File: src/rtl/muldiv_pkg.sv
// Shared op and state encodings for the iterative multiply/divide unit.
package muldiv_pkg;

    localparam logic [2:0] OP_MULTU = 3'b001;
    localparam logic [2:0] OP_DIVU  = 3'b010;
    localparam logic [2:0] OP_MULT  = 3'b011;
    localparam logic [2:0] OP_DIV   = 3'b100;
    localparam logic [2:0] OP_MTHI  = 3'b101;
    localparam logic [2:0] OP_MTLO  = 3'b110;

    typedef enum logic [1:0] {
        ST_IDLE   = 2'b00,
        ST_RUN    = 2'b01,
        ST_FINISH = 2'b10
    } state_e;

endpackage

File: src/rtl/muldiv_iter.sv
// Datapath engine: 2*WIDTH shift register, iteration counter and the
// shift-add multiply / restoring divide step. Operands are unsigned magnitudes.
module muldiv_iter #(
    parameter int WIDTH = 32
) (
    input  logic               clk,
    input  logic               reset,
    input  logic               load_i,
    input  logic               is_div_i,
    input  logic               run_i,
    input  logic [WIDTH-1:0]   opa_i,
    input  logic [WIDTH-1:0]   opb_i,
    output logic               last_o,
    output logic [2*WIDTH-1:0] acc_o
);

    localparam int CW = $clog2(WIDTH);

    logic [2*WIDTH-1:0] acc_q, acc_d;
    logic [WIDTH-1:0]   opnd_q, opnd_d;
    logic               is_div_q, is_div_d;
    logic [CW-1:0]      cnt_q, cnt_d;

    logic [WIDTH:0]     mul_sum;
    logic [WIDTH:0]     div_trial;
    logic [WIDTH:0]     div_diff;
    logic [2*WIDTH-1:0] step_val;

    // One iteration of either algorithm, selected by the captured op kind
    always_comb begin
        mul_sum   = {1'b0, acc_q[2*WIDTH-1:WIDTH]} + (acc_q[0] ? {1'b0, opnd_q} : {(WIDTH+1){1'b0}});
        div_trial = acc_q[2*WIDTH-1:WIDTH-1];
        div_diff  = div_trial - {1'b0, opnd_q};
        step_val  = acc_q;
        if (is_div_q) begin
            // Borrow out of the trial subtraction means "restore"
            if (div_diff[WIDTH] == 1'b0) begin
                step_val = {div_diff[WIDTH-1:0], acc_q[WIDTH-2:0], 1'b1};
            end else begin
                step_val = {div_trial[WIDTH-1:0], acc_q[WIDTH-2:0], 1'b0};
            end
        end else begin
            step_val = {mul_sum, acc_q[WIDTH-1:1]};
        end
    end

    // Load operands on a start, advance one step per RUN cycle
    always_comb begin
        acc_d    = acc_q;
        opnd_d   = opnd_q;
        is_div_d = is_div_q;
        cnt_d    = cnt_q;
        if (load_i) begin
            // Low half holds the multiplier or the dividend; opnd the other operand
            acc_d    = {{WIDTH{1'b0}}, (is_div_i ? opa_i : opb_i)};
            opnd_d   = is_div_i ? opb_i : opa_i;
            is_div_d = is_div_i;
            cnt_d    = {CW{1'b0}};
        end else if (run_i) begin
            acc_d = step_val;
            cnt_d = cnt_q + CW'(1);
        end else begin
            cnt_d = cnt_q;
        end
    end

    // Engine state registers
    always_ff @(posedge clk) begin
        if (reset) begin
            acc_q    <= {(2*WIDTH){1'b0}};
            opnd_q   <= {WIDTH{1'b0}};
            is_div_q <= 1'b0;
            cnt_q    <= {CW{1'b0}};
        end else begin
            acc_q    <= acc_d;
            opnd_q   <= opnd_d;
            is_div_q <= is_div_d;
            cnt_q    <= cnt_d;
        end
    end

    assign last_o = run_i && (cnt_q == CW'(WIDTH - 1));
    assign acc_o  = acc_q;

endmodule

File: src/rtl/muldiv_unit.sv
// Iterative multiply/divide unit owning HI/LO with a start/busy/done handshake.
// Signed MULT/DIV are built only when MULDIV_SIGNED_EN is defined.
module muldiv_unit
    import muldiv_pkg::*;
#(
    parameter int WIDTH = 32
) (
    input  logic             clk,
    input  logic             reset,
    input  logic             start,
    input  logic [2:0]       op,
    input  logic [WIDTH-1:0] a,
    input  logic [WIDTH-1:0] b,
    output logic             busy,
    output logic             done,
    output logic             div0,
    output logic [WIDTH-1:0] hi,
    output logic [WIDTH-1:0] lo
);

    state_e             state_q, state_d;
    logic [WIDTH-1:0]   hi_q, hi_d;
    logic [WIDTH-1:0]   lo_q, lo_d;
    logic               done_q, done_d;
    logic               div0_q, div0_d;
    logic               is_div_q, is_div_d;
    logic               b_zero_q, b_zero_d;
    logic [WIDTH-1:0]   dvd_q, dvd_d;

    logic               load;
    logic               ld_div;
    logic               last;
    logic [WIDTH-1:0]   opa_mag;
    logic [WIDTH-1:0]   opb_mag;
    logic [2*WIDTH-1:0] acc;
    logic [2*WIDTH-1:0] prod_fix;
    logic [WIDTH-1:0]   quo_fix;
    logic [WIDTH-1:0]   rem_fix;

`ifdef MULDIV_SIGNED_EN
    logic               sgn_op;
    logic               neg_res_q, neg_res_d;
    logic               neg_rem_q, neg_rem_d;

    // Magnitudes for signed ops; the most-negative value maps to 2^(WIDTH-1)
    always_comb begin
        sgn_op  = (op == OP_MULT) || (op == OP_DIV);
        opa_mag = (sgn_op && a[WIDTH-1]) ? (~a + {{(WIDTH-1){1'b0}}, 1'b1}) : a;
        opb_mag = (sgn_op && b[WIDTH-1]) ? (~b + {{(WIDTH-1){1'b0}}, 1'b1}) : b;
    end

    // Sign fix-up; remainder follows the dividend
    always_comb begin
        prod_fix = neg_res_q ? (~acc + {{(2*WIDTH-1){1'b0}}, 1'b1}) : acc;
        quo_fix  = neg_res_q ? (~acc[WIDTH-1:0] + {{(WIDTH-1){1'b0}}, 1'b1}) : acc[WIDTH-1:0];
        rem_fix  = neg_rem_q ? (~acc[2*WIDTH-1:WIDTH] + {{(WIDTH-1){1'b0}}, 1'b1})
                             : acc[2*WIDTH-1:WIDTH];
    end

    // Sign flags captured with the operands
    always_ff @(posedge clk) begin
        if (reset) begin
            neg_res_q <= 1'b0;
            neg_rem_q <= 1'b0;
        end else begin
            neg_res_q <= neg_res_d;
            neg_rem_q <= neg_rem_d;
        end
    end
`else
    assign opa_mag  = a;
    assign opb_mag  = b;
    assign prod_fix = acc;
    assign quo_fix  = acc[WIDTH-1:0];
    assign rem_fix  = acc[2*WIDTH-1:WIDTH];
`endif

    // FSM next state, op decode, HI/LO updates
    always_comb begin
        state_d  = state_q;
        hi_d     = hi_q;
        lo_d     = lo_q;
        is_div_d = is_div_q;
        b_zero_d = b_zero_q;
        dvd_d    = dvd_q;
        load     = 1'b0;
        ld_div   = 1'b0;
`ifdef MULDIV_SIGNED_EN
        neg_res_d = neg_res_q;
        neg_rem_d = neg_rem_q;
`endif
        case (state_q)
            ST_IDLE: begin
                if (start) begin
                    case (op)
                        OP_MULTU: begin
                            load = 1'b1;
                        end
                        OP_DIVU: begin
                            load   = 1'b1;
                            ld_div = 1'b1;
                        end
`ifdef MULDIV_SIGNED_EN
                        OP_MULT: begin
                            load = 1'b1;
                        end
                        OP_DIV: begin
                            load   = 1'b1;
                            ld_div = 1'b1;
                        end
`endif
                        OP_MTHI: hi_d = a;
                        OP_MTLO: lo_d = a;
                        default: ;
                    endcase
                    if (load) begin
                        state_d  = ST_RUN;
                        is_div_d = ld_div;
                        b_zero_d = (b == {WIDTH{1'b0}});
                        dvd_d    = a;
`ifdef MULDIV_SIGNED_EN
                        neg_res_d = sgn_op && (a[WIDTH-1] ^ b[WIDTH-1]);
                        neg_rem_d = sgn_op && a[WIDTH-1];
`endif
                    end else begin
                        state_d = ST_IDLE;
                    end
                end else begin
                    state_d = ST_IDLE;
                end
            end
            ST_RUN: begin
                if (last) begin
                    state_d = ST_FINISH;
                end else begin
                    state_d = ST_RUN;
                end
            end
            ST_FINISH: begin
                state_d = ST_IDLE;
                if (is_div_q) begin
                    if (b_zero_q) begin
                        lo_d = {WIDTH{1'b1}};
                        hi_d = dvd_q;
                    end else begin
                        lo_d = quo_fix;
                        hi_d = rem_fix;
                    end
                end else begin
                    lo_d = prod_fix[WIDTH-1:0];
                    hi_d = prod_fix[2*WIDTH-1:WIDTH];
                end
            end
            default: state_d = ST_IDLE;
        endcase
        done_d = (state_q == ST_FINISH);
        div0_d = (state_q == ST_FINISH) && is_div_q && b_zero_q;
    end

    // Architectural and control registers
    always_ff @(posedge clk) begin
        if (reset) begin
            state_q  <= ST_IDLE;
            hi_q     <= {WIDTH{1'b0}};
            lo_q     <= {WIDTH{1'b0}};
            done_q   <= 1'b0;
            div0_q   <= 1'b0;
            is_div_q <= 1'b0;
            b_zero_q <= 1'b0;
            dvd_q    <= {WIDTH{1'b0}};
        end else begin
            state_q  <= state_d;
            hi_q     <= hi_d;
            lo_q     <= lo_d;
            done_q   <= done_d;
            div0_q   <= div0_d;
            is_div_q <= is_div_d;
            b_zero_q <= b_zero_d;
            dvd_q    <= dvd_d;
        end
    end

    muldiv_iter #(.WIDTH(WIDTH)) u_iter (
        .clk      (clk),
        .reset    (reset),
        .load_i   (load),
        .is_div_i (ld_div),
        .run_i    (state_q == ST_RUN),
        .opa_i    (opa_mag),
        .opb_i    (opb_mag),
        .last_o   (last),
        .acc_o    (acc)
    );

    assign busy = (state_q != ST_IDLE);
    assign done = done_q;
    assign div0 = div0_q;
    assign hi   = hi_q;
    assign lo   = lo_q;

endmodule
File: config.mk
export PLATFORM = sky130hd
export DESIGN_NAME = muldiv_unit
export DESIGN_NICKNAME = d
export VERILOG_FILES = /design/src/rtl/muldiv_pkg.sv /design/src/rtl/muldiv_iter.sv /design/src/rtl/muldiv_unit.sv
export SDC_FILE = /design/constraint.sdc
export NUM_CORES = 1
export LEC_CHECK = 0
export CAP_MARGIN = 20
export CORE_ASPECT_RATIO = 1.5
export CORE_MARGIN = 2
export CORE_UTILIZATION = 64
export CTS_BUF_LIST = sky130_fd_sc_hd__clkbuf_2 sky130_fd_sc_hd__clkbuf_4 sky130_fd_sc_hd__clkbuf_8
export DETAILED_ROUTE_END_ITERATION = 8
export HOLD_SLACK_MARGIN = 0.08
export PLACE_DENSITY = 0.87
export SLEW_MARGIN = 20
export SYNTH_ARGS = -nofsm -noshare
export SYNTH_HDL_FRONTEND = slang
export SYNTH_SLANG_ARGS = --single-unit
File: constraint.sdc
create_clock -name clk -period 9.9 [get_ports clk]
set_clock_uncertainty 0.15 [all_clocks]
set_input_delay 1.98 -clock clk [delete_from_list [all_inputs] [get_ports clk]]
set_output_delay 1.98 -clock clk [all_outputs]
set_load 0.005 [all_outputs]
**Placement by cell class**

Scale bar: 20 µm.
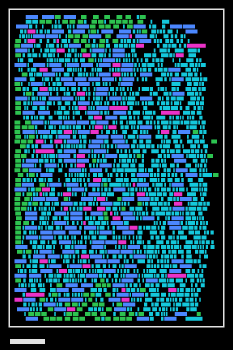
color	class	cells	share of their area
green	remaining buffers and delay cells	151	9.9%
cyan	remaining logic cells	1,420	57%
magenta	clock drivers and dummy loads	56	5.4%
blue	registers	204	27%
final core utilization: 75.32%
sequential share of cell area: 26.77%
design area: 15,260 µm²

**Clock network drawn from the DEF**

Scale bar: 20 µm.
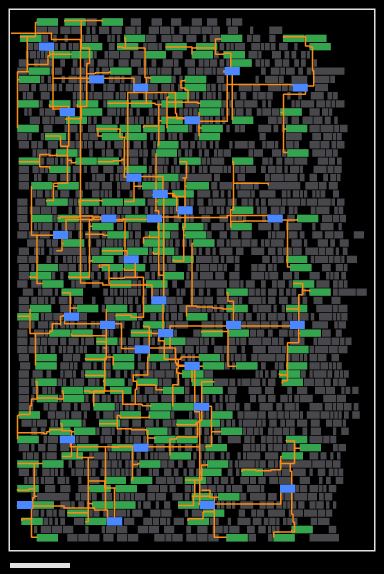
[orange] clock wires | length: 2,560 µm
[green] flip-flops | count: 204
[blue] clock-net drivers | count: 30
flops lie	all over the die
routed clock nets	31
Clk pwr share: 39.5%
Late-Pin Clk Latency: 0.56 ns
reported clock group power: 887 µW

**Gate-type map**

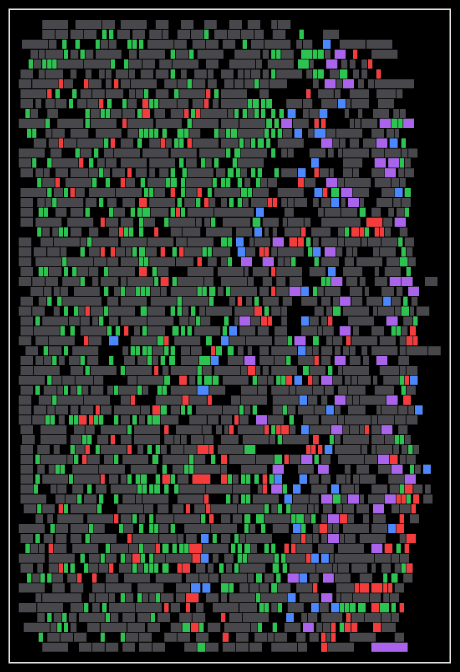
color	family	cells
green	nand cells	460
blue	and/or cells	53
red	nor cells	171
purple	xor and xnor cells	58
most frequent logic cell in the layout: nand2_1
logic share of the area: 55.09%
fin cells: 2,095

**Congestion heat map**

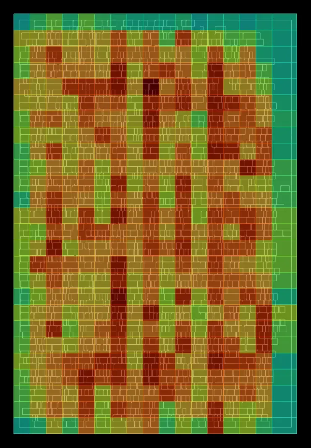
GR Util met1: 46.01%
GR Util met2: 59.30%
DR WL/cell: 19.19 µm

==> metrics.cfg <==
[pwr]
power_frac_comb_pct=21.0
internal-power_uw=1594
sw_frac_of_total_pct=28.92
p_leak_uw=0.005671
seq-power_uw=885
power.density_nw_per_um2=147.0
comb_power_uw=472
power_leader=clock
power.total_uw=2243
ir_drop_mv=0.2044

[yosys]
yosys-top-cells-count=nand2_1, dfxtp_1, a21oi_1
xor_area_share_pct=4.011
top_cell_area_share_pct=31.10
top_area_cell=dfxtp_1
synth_nets=1890
synthSimpleGateAreaFrac_pct=22.30
fa_ha_area_share_pct=6.594
ys.flops=204
ys_sh_mux_pct=5.079
yosys_cells=1752
compound_area_share_pct=25.76
ys_area_um2=13130
area_leaders=dfxtp_1, nand2_1, ha_1
syn_avg_cell_area_um2=7.495
edf_count=0
synth_cell_types=69
synth_cells=1752
synth.most_common_cell=nand2_1

[setup_path]
worstSetupPathDepth=7
criticalPathCategory=in -> reg
critPathMaxFanout=66
critPathLaunch=op[0]
reg2reg_to=u_iter.acc_o[61]
crit_path_max_incr_delay_ns=0.95
crit_path_start_kind=input port
worstPathCellList=clkdlybuf4s50_1, nand2b_1, or3_2, buf_4, clkinv_2, a221oi_1, nor4_1
worstReg2RegStart=u_iter.acc_o[0]
slowest_stage=clkinv_2
r2r_slack_ns=5.48

[route]
via_count=13570
drt-pass1-iter-count=6
wl_met1_mm=15.83
met2_length_mm=19.33
highest_layer=met4
drtAntennaViolNets=0

[placed_design]
dp_hpwl_mm=27.86
place.port_buffers=136
place_ws_ns=4.576

[layout]
largest_reg_flops=64
nonClockBufferCount=151
dominant_cells=multi-input combinational cells
final_nets=1945
clock_buffers=44
drive_above_1_share_pct=6.445
final_cell_mix=nand2_1, dfxtp_1, a21oi_1, clkdlybuf4s50_1, nor2_1
area_growth_pct=16.21
comb_cells=1377
flop_area_um2=4085
num-fill-cells=1532

[floorplan]
die_area_um2=21700
num_tap_cells=264
floorplan.core_util_pct=64.82
rows=64
die.size.y_um=179.4

[sta]
rsz0062_at_grt=no
tns_ns=0
fin_ws_ns=5.053
maxSlewHeadroom_pct=36.35
max_freq_mhz=206.3

[hold_path]
worstHoldPathType=reg -> reg
whs_endpoint=dvd_q[5]
worstHoldStart=dvd_q[5]

[clock_network]
root_buffer=clkbuf_8
cts_tree=done
path_clk_slew_ns=0.07
htree_levels=1
cts_resized=0
cts_sinks=204

[global_route]
grt_pass1_vias=12950
grt_use_total_pct=35.62
antenna_found_initial=0
grt_pass1_wl_mm=64.04

[run_status]
status=finished, final reports clean

[run]
openroad.warnings=26
cap_violations=0

Power is estimated from default activity; no workload was simulated.
